**src/rtl/aes_io_pkg.sv**
```systemverilog
// Shared definitions for the AES output path.
//   - Default block / output word widths.
//   - Output FSM state type.
//   - Helpers deriving words-per-block and the word index width.
package aes_io_pkg;

  localparam int unsigned DefBlockW = 128;
  localparam int unsigned DefOutW   = 8;

  typedef enum logic {
    StIdle,
    StSend
  } out_state_e;

  function automatic int unsigned calc_nwords(input int unsigned block_w,
                                              input int unsigned out_w);
    return block_w / out_w;
  endfunction

  function automatic int unsigned calc_idx_w(input int unsigned block_w,
                                             input int unsigned out_w);
    return $clog2(calc_nwords(block_w, out_w));
  endfunction

endpackage

```
**src/rtl/block_fifo.sv**
```systemverilog
// Small synchronous block FIFO.
// Ports:
//   clk, rst_       clock, synchronous active-high reset
//   push, wdata     write request and data (ignored when full without a pop)
//   pop             remove the head (ignored when empty)
//   head            oldest entry, valid when !empty
//   next            entry behind the head, valid when count >= 2
//   count           number of stored entries
//   full, empty     status flags derived from count
module block_fifo #(
  parameter int unsigned WIDTH = 128,
  parameter int unsigned DEPTH = 2,
  localparam int unsigned CntW = $clog2(DEPTH + 1)
) (
  input  logic             clk,
  input  logic             rst_,
  input  logic             push,
  input  logic [WIDTH-1:0] wdata,
  input  logic             pop,
  output logic [WIDTH-1:0] head,
  output logic [WIDTH-1:0] next,
  output logic [CntW-1:0]  count,
  output logic             full,
  output logic             empty
);

  localparam int unsigned PtrW = (DEPTH > 1) ? $clog2(DEPTH) : 1;

  logic [WIDTH-1:0] mem_q [DEPTH];
  logic [PtrW-1:0]  wr_ptr_q, rd_ptr_q;
  logic [CntW-1:0]  count_q;
  logic             push_ok, pop_ok;

  // Wrap explicitly so non-power-of-two depths work.
  function automatic logic [PtrW-1:0] ptr_incr(input logic [PtrW-1:0] p);
    return (p == PtrW'(DEPTH - 1)) ? '0 : p + PtrW'(1);
  endfunction

  assign empty   = (count_q == '0);
  assign full    = (count_q == CntW'(DEPTH));
  assign count   = count_q;
  assign pop_ok  = pop & ~empty;
  // A push into a full FIFO is legal when the head leaves on the same edge.
  assign push_ok = push & (~full | pop_ok);

  assign head = mem_q[rd_ptr_q];
  assign next = mem_q[ptr_incr(rd_ptr_q)];

  always_ff @(posedge clk) begin
    if (push_ok) begin
      mem_q[wr_ptr_q] <= wdata;
    end
  end

  always_ff @(posedge clk) begin
    if (rst_) begin
      wr_ptr_q <= '0;
      rd_ptr_q <= '0;
      count_q  <= '0;
    end else begin
      if (push_ok) wr_ptr_q <= ptr_incr(wr_ptr_q);
      if (pop_ok)  rd_ptr_q <= ptr_incr(rd_ptr_q);
      unique case ({push_ok, pop_ok})
        2'b10:   count_q <= count_q + CntW'(1);
        2'b01:   count_q <= count_q - CntW'(1);
        default: ;
      endcase
    end
  end

endmodule

```
**src/rtl/output_serializer.sv**
```systemverilog
// Buffers completed ciphertext blocks and streams them MSB-first as OUT_W-bit words.
// Ports:
//   clk, rst_         clock, synchronous active-high reset
//   transformer_done  rising edge requests capture of ciphertext
//   ciphertext        block data, held stable until output_read
//   output_read       one-cycle pulse: block captured
//   data_out          current output word
//   data_ok           data_out valid
//   data_ready        sink accepts the word this cycle
//   data_last         data_out is the final word of its block
//   full              FIFO holds DEPTH blocks
//   busy              work buffered, in flight or pending
module output_serializer
  import aes_io_pkg::*;
#(
  parameter int unsigned BLOCK_W = DefBlockW,
  parameter int unsigned OUT_W   = DefOutW,
  parameter int unsigned DEPTH   = 2
) (
  input  logic               clk,
  input  logic               rst_,
  input  logic               transformer_done,
  input  logic [BLOCK_W-1:0] ciphertext,
  output logic               output_read,
  output logic [OUT_W-1:0]   data_out,
  output logic               data_ok,
  input  logic               data_ready,
  output logic               data_last,
  output logic               full,
  output logic               busy
);

  localparam int unsigned NWords = calc_nwords(BLOCK_W, OUT_W);
  localparam int unsigned IdxW   = calc_idx_w(BLOCK_W, OUT_W);
  localparam int unsigned CntW   = $clog2(DEPTH + 1);

  logic               done_q, armed_q, pending_q, output_read_q;
  out_state_e         state_q;
  logic [BLOCK_W-1:0] shreg_q;
  logic [IdxW-1:0]    idx_q;
  logic               data_ok_q, data_last_q;

  logic               fifo_full, fifo_empty, fifo_more;
  logic [CntW-1:0]    fifo_count;
  logic [BLOCK_W-1:0] fifo_head, fifo_next;
  logic               rise, xfer, last_word, pop, capture;

  // armed_q blocks a level held high across reset from looking like a new request.
  assign rise      = transformer_done & ~done_q & armed_q;
  assign xfer      = data_ok_q & data_ready;
  assign last_word = (idx_q == IdxW'(NWords - 1));
  assign pop       = xfer & last_word;
  assign capture   = pending_q & (~fifo_full | pop);
  // Uses the pre-edge count, so a block captured on this edge is not seen yet.
  assign fifo_more = 32'(fifo_count) > 32'd1;

  block_fifo #(
    .WIDTH(BLOCK_W),
    .DEPTH(DEPTH)
  ) u_fifo (
    .clk  (clk),
    .rst_ (rst_),
    .push (capture),
    .wdata(ciphertext),
    .pop  (pop),
    .head (fifo_head),
    .next (fifo_next),
    .count(fifo_count),
    .full (fifo_full),
    .empty(fifo_empty)
  );

  always_ff @(posedge clk) begin
    if (rst_) begin
      done_q        <= 1'b0;
      armed_q       <= ~transformer_done;
      pending_q     <= 1'b0;
      output_read_q <= 1'b0;
    end else begin
      done_q        <= transformer_done;
      armed_q       <= armed_q | ~transformer_done;
      // A rise while pending is absorbed; a rise on the capture edge starts a new request.
      pending_q     <= (pending_q & ~capture) | rise;
      output_read_q <= capture;
    end
  end

  always_ff @(posedge clk) begin
    if (rst_) begin
      state_q     <= StIdle;
      shreg_q     <= '0;
      idx_q       <= '0;
      data_ok_q   <= 1'b0;
      data_last_q <= 1'b0;
    end else begin
      unique case (state_q)
        StIdle: begin
          if (!fifo_empty) begin
            shreg_q     <= fifo_head;
            idx_q       <= '0;
            data_ok_q   <= 1'b1;
            data_last_q <= 1'b0;
            state_q     <= StSend;
          end
        end
        StSend: begin
          if (xfer) begin
            if (last_word) begin
              data_last_q <= 1'b0;
              if (fifo_more) begin
                // Head pops on this edge; the entry behind it streams next with no gap.
                shreg_q <= fifo_next;
                idx_q   <= '0;
              end else begin
                data_ok_q <= 1'b0;
                state_q   <= StIdle;
              end
            end else begin
              shreg_q     <= shreg_q << OUT_W;
              idx_q       <= idx_q + IdxW'(1);
              data_last_q <= (idx_q == IdxW'(NWords - 2));
            end
          end
        end
        default: state_q <= StIdle;
      endcase
    end
  end

  assign output_read = output_read_q;
  assign data_out    = shreg_q[BLOCK_W-1 -: OUT_W];
  assign data_ok     = data_ok_q;
  assign data_last   = data_last_q;
  assign full        = fifo_full;
  assign busy        = ~fifo_empty | data_ok_q | pending_q;

endmodule
```
**config.mk**
```make
export PLATFORM = sky130hd
export DESIGN_NAME = output_serializer
export DESIGN_NICKNAME = d
export VERILOG_FILES = /design/src/rtl/aes_io_pkg.sv /design/src/rtl/block_fifo.sv /design/src/rtl/output_serializer.sv
export SDC_FILE = /design/constraint.sdc
export NUM_CORES = 1
export LEC_CHECK = 0
export CAP_MARGIN = 15
export CORE_ASPECT_RATIO = 1.4
export CORE_MARGIN = 3
export CORE_UTILIZATION = 45
export DETAILED_ROUTE_END_ITERATION = 7
export PLACE_DENSITY = 0.74
export SETUP_SLACK_MARGIN = 0.05
export SLEW_MARGIN = 30
export SYNTH_ARGS = -nofsm -noshare
export SYNTH_HDL_FRONTEND = slang
export SYNTH_HIERARCHICAL = 1
export SYNTH_SLANG_ARGS = --single-unit
```
**constraint.sdc**
```tcl
create_clock -name clk -period 12.7 [get_ports clk]
set_clock_uncertainty 0.1 [all_clocks]
set_input_delay 2.54 -clock clk [delete_from_list [all_inputs] [get_ports clk]]
set_output_delay 2.54 -clock clk [all_outputs]
set_load 0.005 [all_outputs]
```
==> run summary, run 1 <==
run metrics: ys flops 400, crit path from data_ready, Sink Count 400, largest net degree at the start of global routing 129, tally of OpenROAD warnings 31, area grow syn2layout 14.22%, DIE WIDTH 179.7 µm, flip-flops with a built-in enable 256, final estimated routing congestion in global placement 0.7984, DRT Wirelength 44790 µm, die area 44770 µm², Max-area cell share 40.45%, min-delay src shreg_q[63], storage element area 10580 µm², crit-path leading delay family buffers and inverters, WP data arrival 5.45 ns, Most common cell on crit path buf_4, Worst R2R End u_fifo/mem_q[1][26], Post-Route Setup TNS 0 ns, pwr/cell area 132.8 nW/µm², pre-CTS setup slack 6.777 ns, # H-tree levels 2, CTS tree built, Tot GR Track Use 19.23%, CTS Buffer Depth 3, max-slew violations 0, cell count after placement 1941, Core Footprint 41510 µm², CP Depth 8, first-pass iteration count of the detailed router 6, Synthesis Warnings 6, Syn Std Cell Area 19010 µm², iteration-0 DRC count of the detailed router 1127, post-DP HPWL 25790 µm, relative slew slack 34.42%, slowest stage delay, CP 0.72 ns, Post-CTS Setup Repair Bufs 0, I/O Buffers 144, Flop pwr share 50.9%, fp util 45.79%, YS chip area 19010 µm², Cell Int Power 2.255 mW, top cells by area edfxtp_1 (40%), mux2_2 (15%), dfxtp_1 (15%), RR Startpoint idx_q[1], hold buffers post-CTS 0, ratio of cells with drive above 1 in the final layout 32.16%, DR WL/cell 22.23 µm, part of the power in combinational logic 7.5%, CP Buf/Inv Count 3, CP cell instances clkdlybuf4s50_1 -> nand2_1 -> or2_2 -> a21oi_1 -> o21ai_2 -> nor2_4 -> buf_4 -> buf_4, Min Hold Slack 0.3710 ns, Mapped Nets 1514, crit path to u_fifo/mem_q[1][26], switching power 0.6283 mW, vias post-DR 12060, Hold/Removal Path Class flip-flop to flip-flop, f_max 185.4 MHz, Cell Count, Final, Fillers Out 2015, Final Instance Area 21710 µm², fin nets 1578, most used flip-flop cell edfxtp_1, Skew-Pair Late Insertion Delay 0.53 ns, die boundary height 249.2 µm, r2r worst-path depth 8, most common cell in the netlist mux2_2, DR DRC count 0, most instantiated cells after synthesis mux2_2 (257), edfxtp_1 (256), dfxtp_1 (144), Vias per Instance 5.984, fin crit share 42.46%, # IOs 145, Worst setup SP type input port, status complete, no violations, first-pass GRT wire length 69900 µm, RSZ-0062 raised after global routing false, CTS Buf Count 41, Crit-path slowest cell buf_4, Final Critical Period 5.393 ns, Rows 88, Max Cap Viol 0
run 1: worst min path at each step:
stage	depth (start not counted)	endpoint	slack (ns)
global placement	1	shreg_q[40]	0.35
detailed placement	1	shreg_q[40]	0.36
floorplan	1	shreg_q[100]	0.34
finish	1	shreg_q[63]	0.37
CTS	1	shreg_q[72]	0.37
global route	1	shreg_q[51]	0.38
run 1: cell type report:
type	count	area share (%)
Antenna cell	1	0.01153
Clock inverter	27	1.256
Multi-Input combinational cell	834	34.56
Inverter	8	0.1498
Sequential cell	400	48.74
Clock buffer	46	4.905
Tap cell	540	3.112
Timing Repair Buffer	159	7.262
run 1: routing by layer:
layer	wire [µm]	share of wire, %	GRT usage [%]
met1	18490	41	24.32
met2	22850	51	33.74
met3	1947	4.3	2.542
met4	1502	3.4	6.922
met5	0	0	0
run 1: power groups by stage:
stage	Sequential [mW]	Clock (mW)	Combinational [mW]
CTS	1.47	1.22	0.218
global route	1.47	1.27	0.233
detailed placement	1.49	0	0.216
floorplan	1.48	0	0.136
finish	1.47	1.20	0.216
global placement	1.49	0	0.211
run 1: sequential cells by signal (all words and copies together) (netlist names), named ones only:
| register | count |
|---|---|
| data_last | 1 |
| u_fifo/rd_ptr_q | 1 |
| armed_q | 1 |
| pending_q | 1 |
| u_fifo/mem_q | 256 |
| data_ok | 1 |
| done_q | 1 |
| idx_q | 4 |
| output_read | 1 |
| u_fifo/wr_ptr_q | 1 |
| state_q | 1 |
| u_fifo/count | 2 |
| shreg_q | 128 |
run 1: logic make-up after synthesis:
family / Yosys count / share of synthesized area, %
and+or+nand+nor: 282 / 9.117
xor gates and xnor gates: 2 / 0.09218
buffers and inverters: 146 / 5.168
DFF: 400 / 55.61
adders and majority gates: 2 / 0.1316
AOI/OAI and AO/OA: 290 / 14.60
muxes: 258 / 15.28
run 1: worst register-to-register path, delay by kind of cell, from the launching register on:
family	cells	cell delay, ns
buf+inv	2	1.24
simple gates	3	1.14
flops	1	0.44
fa+ha+maj	1	0.19
compound gates	2	0.56
run 1: cells in the final DEF, fill, tap and decap left out, types with 3 or more instances in the layout:
| cell | netlist | final |
|---|---|---|
| a221o_1 | 120 | 120 |
| clkinv_1 | 0 | 6 |
| a21oi_1 | 10 | 9 |
| clkinvlp_4 | 0 | 4 |
| clkbuf_16 | 0 | 41 |
| nand2_1 | 10 | 10 |
| dfxtp_4 | 0 | 3 |
| a211oi_1 | 17 | 17 |
| nand3_1 | 4 | 4 |
| a2bb2oi_1 | 8 | 8 |
| buf_4 | 11 | 10 |
| and2_1 | 121 | 120 |
| buf_6 | 48 | 4 |
| bufinv_16 | 0 | 5 |
| clkbuf_1 | 53 | 3 |
| or3_1 | 3 | 3 |
| or2_2 | 122 | 122 |
| clkdlybuf4s50_1 | 0 | 143 |
| a32o_1 | 120 | 120 |
| mux2_2 | 257 | 257 |
| edfxtp_1 | 256 | 256 |
| clkinv_2 | 0 | 10 |
| nor2_1 | 9 | 7 |
| inv_1 | 8 | 7 |
| dfxtp_1 | 144 | 141 |
| o21ai_0 | 3 | 3 |
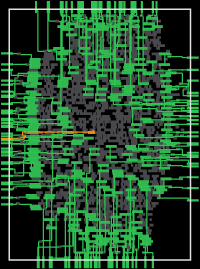
(run_1/port_nets.png)
Drawn at 1 px/µm.
legend:
  `data_last`:
    color: orange
    bits: 1
    direction: output
    edge: left
    end_cells: 1
    buffers: 1
    wire: 98.3 µm
  `ciphertext`:
    color: green
    bits: 128
    direction: input
    edge: 35 bottom, 34 left, 34 top, 25 right
    end_cells: 256
    buffers: 128
    wire: 7180 µm

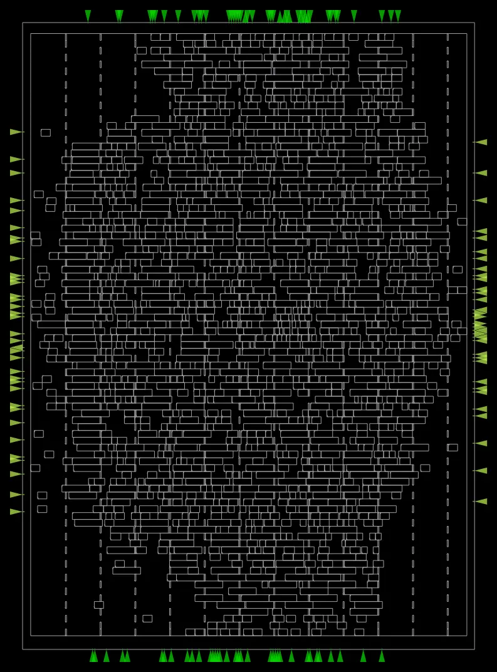
(run_1/final_placement.png)
Fillers: 3381
Final Util: 52.30%
flop share of the area: 48.74%
Flops: 400

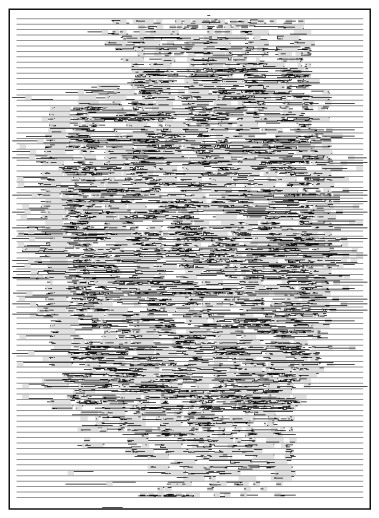
(run_1/met1.png)
Drawn at 2 px/µm. Supply wires on this layer in gray. Cells faint in the background.
main direction: horizontal
longest straight run: 50.6 µm
nets with wire on the layer: 1476
share of all routed wire: 41%

==> run_1/cell_classes.png <==
Drawn at 1.5 px/µm.
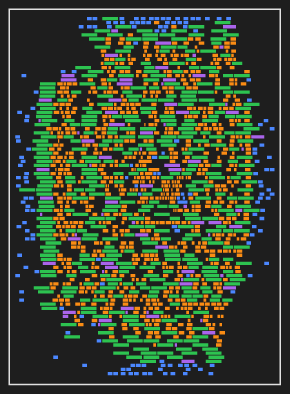

==> run 2: changes to the inputs <==
Clock period 12.7 ns to 5.1 ns, I/O delays scaled along.
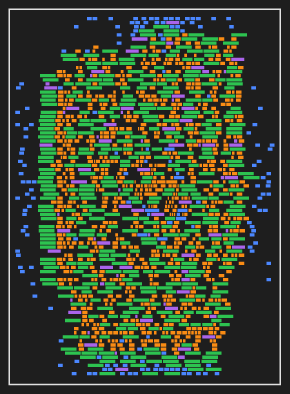
(run_2/cell_classes.png)
Drawn at 1.5 px/µm.
legend:
  clock drivers and dummy loads:
    color: purple
    cells: 72
    share_of_their_area: 6.1%
  other buffers and delay cells:
    color: blue
    cells: 164
    share_of_their_area: 8.0%
  flip-flops:
    color: green
    cells: 400
    share_of_their_area: 50%
  all other logic:
    color: orange
    cells: 842
    share_of_their_area: 36%

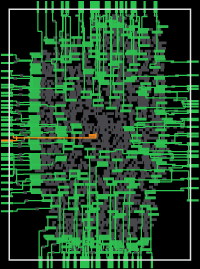
(run_2/port_nets.png)
Drawn at 1 px/µm.
legend:
  `ciphertext`:
    color: green
    bits: 128
    direction: input
    edge: 35 top, 35 bottom, 34 left, 24 right
    end_cells: 256
    buffers: 128
    wire: 6960 µm
  `data_last`:
    color: orange
    bits: 1
    direction: output
    edge: left
    end_cells: 1
    buffers: 1
    wire: 101 µm

==> run 2 against run 1 <==
Hold slack got worse by 0.00060 ns. Critical path depth fell by 1. Synthesized area did not move. Sequential cell count did not move. Sequential share of layout area fell by 0.16 points. Sequential power rose by 150%. Final area rose by 0.33%. Combinational power rose to 2.5 times the previous value. Critical path type is now flip-flop to flip-flop. Largest cell class unchanged. Largest power group unchanged. Highest routed layer is now met5.
==> run summary, run 2 <==
run metrics: RSZ-0062 raised after global routing false (unchanged), actual slew at the worst max-slew pin 0.9252 ns (was 0.9837 ns), most common cell in the netlist mux2_2 (unchanged), post-DP HPWL 25990 µm (was 25790 µm), RR Startpoint idx_q[1] (unchanged), Worst Hold Path EP shreg_q[41] (was shreg_q[63]), top cells by area edfxtp_1 (40%), mux2_2 (15%), dfxtp_1 (15%) (unchanged), status complete, no violations (unchanged), largest registers u_fifo/mem_q: 256 flops, shreg_q: 128 flops, idx_q: 4 flops (unchanged), WP data arrival 4.11 ns (was 5.45 ns), Post-CTS Setup Repair Bufs 0 (unchanged), area grow syn2layout 14.59% (was 14.22%), cts repair resizes 0 (unchanged), relative slew slack 38.32% (was 34.42%), Mapped Nets 1514 (unchanged), slowest stage delay, CP 0.61 ns (was 0.72 ns), # IOs 145 (unchanged), Rows 88 (unchanged), Max Cap Viol 0 (unchanged), DIE WIDTH 179.7 µm (unchanged), reg2reg setup slack 1.06 ns (was 8.56 ns), Synth area leader edfxtp_1 (unchanged), Adder Share, Synth 0.1317% (unchanged), f_max 247.4 MHz, initial antenna violation count 2 (was 1), pwr/cell area 325.9 nW/µm² (was 132.8 nW/µm²), CP max FO 128 (was 56), pre-CTS setup slack 1.097 ns (was 6.777 ns), CP endpoint kind flip-flop (unchanged), Final Critical Period 4.043 ns, Worst IR Drop VDD 0.2112 mV (was 0.09684 mV), Vias per Instance 6.048 (was 5.984), tally of OpenROAD warnings 30 (was 31), Hold Crit Depth 1 (unchanged), Crit-path slowest cell nand3_4 (was buf_4), Final Hold Viols 0 (unchanged), number of global-route vias before repair 12630 (was 12460), hold buffers post-CTS 0 (unchanged), Skew-Pair Late Insertion Delay 0.56 ns (was 0.53 ns), ys flops 400 (unchanged), CP cell instances ha_4 -> nand3_4 -> or2_2 -> a21oi_1 -> o21ai_2 -> nor2_4 -> buf_12 (was clkdlybuf4s50_1 -> nand2_1 -> or2_2 -> a21oi_1 -> o21ai_2 -> nor2_4 -> buf_4 -> buf_4), iteration-0 DRC count of the detailed router 1001 (was 1127), total power 7.098 mW (was 2.884 mW), Max-area cell share 40.45% (unchanged), CTS tree built (unchanged), first-pass iteration count of the detailed router 5 (was 6), Tot GR Track Use 19.41% (was 19.23%), ratio of cells with drive above 1 in the final layout 32.34% (was 32.16%), Worst R2R End u_fifo/mem_q[0][107] (was u_fifo/mem_q[1][26]), DR DRC count 0 (unchanged), global route overflow 0 (unchanged), Synth logic family multiplexers (unchanged), DR WL/cell 22.42 µm (was 22.23 µm), Setup CP Type flip-flop to flip-flop (was input port to flip-flop), flip-flops with a built-in enable 256 (unchanged), first-pass GRT wire length 70420 µm (was 69900 µm), most frequent cells in the layout mux2_2 (257), edfxtp_1 (256), clkdlybuf4s50_1 (144) (was mux2_2 (257), edfxtp_1 (256), clkdlybuf4s50_1 (143)), most used flip-flop cell edfxtp_1 (unchanged), # Cells Yosys 1380 (unchanged), synthesized area per cell 13.77 µm² (unchanged), r2r worst-path depth 7 (was 8), die area 44770 µm² (unchanged), Top reg by flops u_fifo/mem_q (unchanged), max-slew violations 0 (unchanged), I/O Buffers 144 (unchanged), Unique cell types 44 (unchanged), endpoints failing setup 0 (unchanged), CTS clock-pin slew for the worst setup and hold paths 0.07 ns (was 0.06 ns), Root Driver clkbuf_16 (unchanged), Syn Std Cell Area 19010 µm² (unchanged), Compound Share, Synth 14.60% (unchanged), die boundary height 249.2 µm (unchanged), XOR/XNOR share of the synthesized area 0.09216% (unchanged), DRT Wirelength 45270 µm (was 44790 µm), cell count after synthesis 1380 (unchanged), min-delay src shreg_q[41] (was shreg_q[63]), Hold/Removal Path Class flip-flop to flip-flop (unchanged), largest net degree at the start of global routing 129 (unchanged), YS chip area 19010 µm² (unchanged), Final ANT Viol Nets 0 (unchanged), final estimated routing congestion in global placement 0.7679 (was 0.7984), max reg flops 256 (unchanged), CTS Buf Count 39 (was 41), final worst slack 1.057 ns (was 7.307 ns), Critical Path RT 5.17 ns (was 12.76 ns), Leak 7.379 nW (was 7.345 nW), most instantiated logic cell after routing mux2_2 (unchanged), CTS Buffer Depth 3 (unchanged), Sink Count 400 (unchanged), fin crit share 79.27%, fin nets 1581 (was 1578), Seq/Total Area, Yosys 55.61% (unchanged), Async SR Flop Fraction 0% (unchanged), Worst setup SP type flip-flop (was input port), Multiplexer share 15.28% (unchanged), vias post-DR 12210 (was 12060), Synthesis Warnings 6 (unchanged), most instantiated cells after synthesis mux2_2 (257), edfxtp_1 (256), dfxtp_1 (144) (unchanged), # H-tree levels 2 (unchanged), Simple-Gate Fraction of Synth Area 9.117% (unchanged), Min Hold Slack 0.3704 ns (was 0.3710 ns)
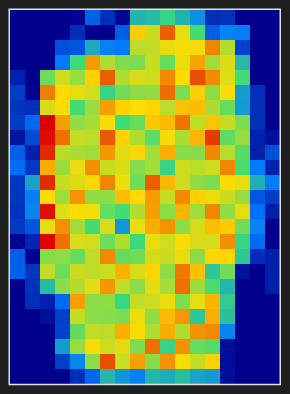
(run_2/density.png)
Drawn at 1.5 px/µm. 18 x 25 tiles, from dark blue (low) to red (high), 0 to 100% covered.
fullest tile: 100%
mean over tiles: 47%
nearly empty tiles: 17%
tiles over 75% full: 19%
Final Util: 52.47%
fp util: 45.79%
Core Footprint: 41510 µm²

-- run 2: netlist changes by cell type in the layout (fill, tap and decap cells not counted), moves of 2 or more --
cell,previous run,this run
buf_12,1,6
buf_6,4,1
clkbuf_8,2,5
buf_4,10,12
bufinv_16,5,3
clkinvlp_4,4,2
-- run 2: logic make-up after synthesis --
group	Yosys count
multiplexers	258
AND-OR/OR-AND	290
AND/OR/NAND/NOR	282
flip-flops	400
buffers and inverters	146
XOR/XNOR	2
adder cells (fa/ha/maj)	2
-- run 2: cell type report --
type	instances	area, µm²
inverter	8	32.53
sequential	400	10580
clock inverter	24	214.0
antenna	1	2.502
multi-input combinational	834	7503
clock buffer	48	1081
tap	540	675.6
fill	3400	19730
timing repair buffer	164	1690
-- run 2: worst max-delay path, delay by kind of cell (launching register included) --
family | cells | cell delay, ns
compound gates | 2 | 0.58
fa+ha+maj | 1 | 0.45
simple gates | 3 | 1.31
flops | 1 | 0.44
buf+inv | 1 | 0.55
-- run 2: power by group --
| part | switching [mW] | leakage (nW) | internal, mW |
|---|---|---|---|
| Clock | 1.23 | 0.642 | 1.67 |
| Sequential | 0.0869 | 3.50 | 3.57 |
| Combinational | 0.248 | 3.24 | 0.293 |
| Total | 1.57 | 7.38 | 5.53 |
-- run 2: per-stage QoR --
step	setup TNS (ns)	util (%)	cell area, µm²	cells
after floorplan	-157.78	-	19010	1380
after global placement	0	49.22	20430	1944
after detailed placement	0	49.29	20460	1945
after CTS	0	52.41	21750	2017
after global routing	0	52.47	21780	2019
final	0	52.47	21780	2019
-- run 2: worst max path at each step --
| stage | from | end |
|---|---|---|
| floorplan | idx_q[1] | u_fifo/mem_q[0][0] |
| global placement | idx_q[0] | u_fifo/mem_q[1][46] |
| detailed placement | idx_q[1] | u_fifo/mem_q[1][42] |
| CTS | idx_q[1] | u_fifo/mem_q[1][83] |
| global route | idx_q[1] | u_fifo/mem_q[1][75] |
| finish | idx_q[1] | u_fifo/mem_q[0][107] |
-- run 2: per-layer routing --
metal	track usage [%]	wire length, µm
met1	23.79	18380
met2	33.80	22830
met3	3.067	2229
met4	8.514	1817
met5	0	13
==> run_2/met1.png <==
Drawn at 2 px/µm. Supply wires on this layer in gray. Cells faint in the background.
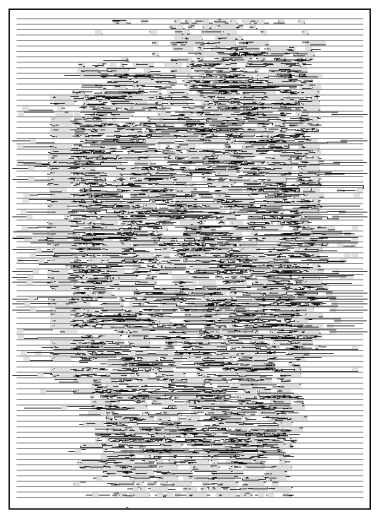

==> run 3: changes to the inputs <==
Clock period 5.1 ns to 4.2 ns, I/O delays scaled along.
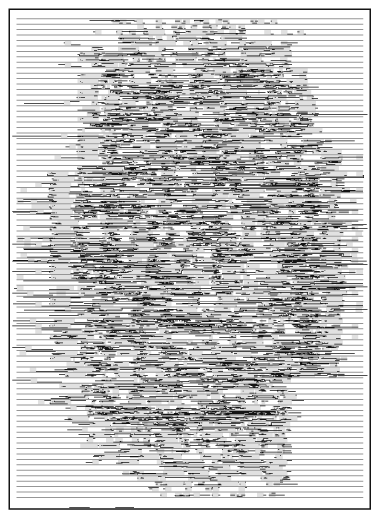
(run_3/met1.png)
Drawn at 2 px/µm. Supply wires on this layer in gray. Cells faint in the background.
nets with wire on the layer: 1466
main direction: horizontal
wire length on this layer: 18500 µm

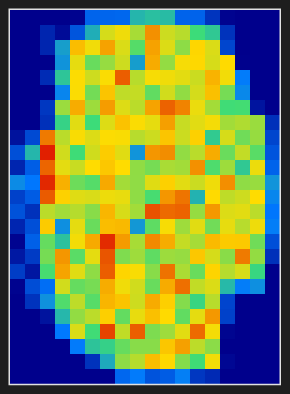
(run_3/density.png)
Drawn at 1.5 px/µm. 18 x 25 tiles, from dark blue (low) to red (high), 0 to 100% covered.
nearly empty tiles: 19%
tiles over 75% full: 19%
fullest tile: 97%
mean over tiles: 47%

==> run 3 against run 2 <==
Sequential cell count unchanged. Hold slack improved by 0.0025 ns. First-iteration DRC count increased by 4.5%. Register-to-register slack improved by 0.09 ns. Via count decreased by 1.0%. Maximum frequency increased by 33%. Clock power increased by 19%. Sequential share of layout area about the same. Clock-buffer cell count increased by 4. Worst setup slack improved by 0.092 ns. Core utilization decreased by 0.051 points. Critical path type unchanged. Critical endpoint is now shreg_q[26]. Largest cell class unchanged.
==> run summary, run 3 <==
run metrics: Post-Route Setup TNS 0 ns (unchanged), placed cell areas 20500 µm² (was 20460 µm²), DR DRC count 0 (unchanged), DR WL/cell 22.32 µm (was 22.42 µm), final worst slack 1.150 ns (was 1.057 ns), slowest stage delay, CP 0.80 ns (was 0.61 ns), Hold/Removal Path Class flip-flop to flip-flop (unchanged), pwr/cell area 393.0 nW/µm² (was 325.9 nW/µm²), Skew-Pair Late Insertion Delay 0.54 ns (was 0.56 ns), actual slew at the worst max-slew pin 0.9786 ns (was 0.9252 ns), total power 8.552 mW (was 7.098 mW), CTS tree built (unchanged), area grow syn2layout 14.48% (was 14.59%), tally of OpenROAD warnings 29 (was 30), post-DP HPWL 26750 µm (was 25990 µm), Final Critical Period 3.050 ns (was 4.043 ns), largest net degree at the start of global routing 129 (unchanged), global route overflow 0 (unchanged), Root Driver clkbuf_16 (unchanged), CTS Buf Count 38 (was 39), cell count after synthesis 1380 (unchanged), final estimated routing congestion in global placement 0.7728 (was 0.7679), Synth area leader edfxtp_1 (unchanged), Fillers 3417 (was 3400), Crit-path slowest cell dfxtp_4 (was nand3_4), Synthesis Warnings 6 (unchanged), Seq/Total Area, Yosys 55.61% (unchanged), # H-tree levels 2 (unchanged), Syn Std Cell Area 19010 µm² (unchanged), Sink Count 400 (unchanged), synthesized area per cell 13.77 µm² (unchanged), most instantiated logic cell after routing mux2_2 (unchanged), Core Footprint 41510 µm² (unchanged), DIE WIDTH 179.7 µm (unchanged), most instantiated cells after synthesis mux2_2 (257), edfxtp_1 (256), dfxtp_1 (144) (unchanged), met2 usage 33.50% (was 33.80%), Setup CP Type flip-flop to flip-flop (unchanged), Mapped Nets 1514 (unchanged), met1 Track Usage GR 24.75% (was 23.79%), Vias per Instance 5.994 (was 6.048), Final Hold Viols 0 (unchanged), die boundary height 249.2 µm (unchanged), max reg flops 256 (unchanged), status complete, no violations (unchanged), RSZ-0062 raised after global routing false (unchanged), Final ANT Viol Nets 0 (unchanged), # Cells Yosys 1380 (unchanged), Most Crowded Layer GR met2 (unchanged), Min Hold Slack 0.3728 ns (was 0.3704 ns), Tot GR Track Use 19.42% (was 19.41%), max-slew violations 0 (unchanged), f_max 327.9 MHz (was 247.4 MHz), CP max FO 70 (was 128), I/O Buffers 144 (unchanged), most frequent cells in the layout mux2_2 (257), edfxtp_1 (256), clkdlybuf4s50_1 (144) (unchanged), first-pass GRT wire length 70590 µm (was 70420 µm), CP endpoint kind flip-flop (unchanged), Final Instance Area 21760 µm² (was 21780 µm²), Critical Path RT 4.58 ns (was 5.17 ns), hold buffers post-CTS 0 (unchanged), top cells by area edfxtp_1 (40%), mux2_2 (15%), dfxtp_1 (15%) (unchanged), Async SR Flop Fraction 0% (unchanged), YS chip area 19010 µm² (unchanged), Rows 88 (unchanged), first-pass iteration count of the detailed router 5 (unchanged), Worst IR Drop VDD 0.2862 mV (was 0.2112 mV), flip-flops with a built-in enable 256 (unchanged), endpoints failing setup 0 (unchanged), initial antenna violation count 1 (was 2), number of global-route vias before repair 12300 (was 12630), die area 44770 µm² (unchanged), Max Cap Viol 0 (unchanged), # IOs 145 (unchanged), Top reg by flops u_fifo/mem_q (unchanged), largest registers u_fifo/mem_q: 256 flops, shreg_q: 128 flops, idx_q: 4 flops (unchanged), CP cell instances nand3_1 -> o31ai_4 -> buf_4 -> a32o_1 (was ha_4 -> nand3_4 -> or2_2 -> a21oi_1 -> o21ai_2 -> nor2_4 -> buf_12), Worst setup SP type flip-flop (unchanged), fin crit share 72.62% (was 79.27%), most common cell in the netlist mux2_2 (unchanged), fin nets 1580 (was 1581), pre-CTS setup slack 0.8034 ns (was 1.097 ns), WP data arrival 3.43 ns (was 4.11 ns), Max-area cell share 40.45% (unchanged), vias post-DR 12080 (was 12210), iteration-0 DRC count of the detailed router 1046 (was 1001), relative slew slack 34.76% (was 38.32%), Leak 7.356 nW (was 7.379 nW), DRT Wirelength 45000 µm (was 45270 µm), CTS clock-pin slew for the worst setup and hold paths 0.07 ns (about the same), CTS Buffer Depth 3 (unchanged), diodes inserted 0 (was 1), met3 usage 3.389% (was 3.067%), Post-CTS Setup Repair Bufs 0 (unchanged), most used flip-flop cell edfxtp_1 (unchanged), cts repair resizes 0 (unchanged), ratio of cells with drive above 1 in the final layout 32.18% (was 32.34%), Unique cell types 44 (unchanged), ys flops 400 (unchanged), fp util 45.79% (unchanged)
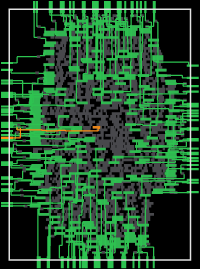
(run_3/port_nets.png)
Drawn at 1 px/µm.
legend:
  `ciphertext`:
    color: green
    bits: 128
    direction: input
    edge: 35 left, 35 top, 33 bottom, 25 right
    end_cells: 256
    buffers: 128
    wire: 7070 µm
  `data_last`:
    color: orange
    bits: 1
    direction: output
    edge: left
    end_cells: 1
    buffers: 1
    wire: 109 µm

## run 3: cell counts after synthesis
Identical to the previous run, type by type.
## run 3: where the power goes
part / total (mW) / internal (mW) / switching (mW)
Sequential: 4.44 / 4.33 / 0.107
Clock: 3.46 / 1.98 / 1.47
Combinational: 0.658 / 0.358 / 0.300
Total: 8.55 / 6.67 / 1.88
## run 3: kinds of logic (layout without fill, tap and decap cells)
group,count (synthesis),count (layout),synth area share (%)
buffers and inverters,146,242,5.168
adder cells (fa/ha/maj),2,2,0.1316
multiplexers,258,258,15.28
AND-OR/OR-AND,290,290,14.60
XOR/XNOR,2,2,0.09218
AND/OR/NAND/NOR,282,282,9.117
flip-flops,400,400,55.61
## run 3: metal layers
layer	vias to the layer above	part of all wire, %	wire [µm]
met2	349	51	22750
met3	73	5.3	2383
met4	2	3.1	1385
li1	5537	-	-
met1	6122	41	18470
met5	-	0.029	13
## run 3: worst paths after layout
kind | from | endpoint | slack [ns] | cells after the start
worst max-delay path | state_q | shreg_q[26] | 1.15 | 4
worst min-delay path | shreg_q[52] | shreg_q[52] | 0.37 | 1
worst min register to register | shreg_q[52] | shreg_q[52] | 0.37 | 1
worst max register to register | state_q | shreg_q[26] | 1.15 | 4
## run 3: cell type report
cell class / count / area, µm² / share of cell area, %
Timing Repair Buffer: 164 / 1692 / 7.774
Clock inverter: 18 / 148.9 / 0.6843
Clock buffer: 52 / 1107 / 5.089
Inverter: 8 / 32.53 / 0.1495
Multi-Input combinational cell: 834 / 7522 / 34.57
Tap cell: 540 / 675.6 / 3.105
Sequential cell: 400 / 10580 / 48.63
## run 3: stage by stage
step                      util (%)  std cells
after floorplan                  -       1380
after global placement       49.39       1946
after detailed placement     49.39       1946
after CTS                    52.42       2016
after global routing         52.42       2016
final                        52.42       2016
## run 3: worst max-delay path, delay by kind of cell, from the launching register on
kind / cells / cell delay (ns)
compound gates: 2 / 1.04
buf+inv: 1 / 0.53
flops: 1 / 0.80
simple gates: 1 / 0.48
Power is estimated from default activity; no workload was simulated.
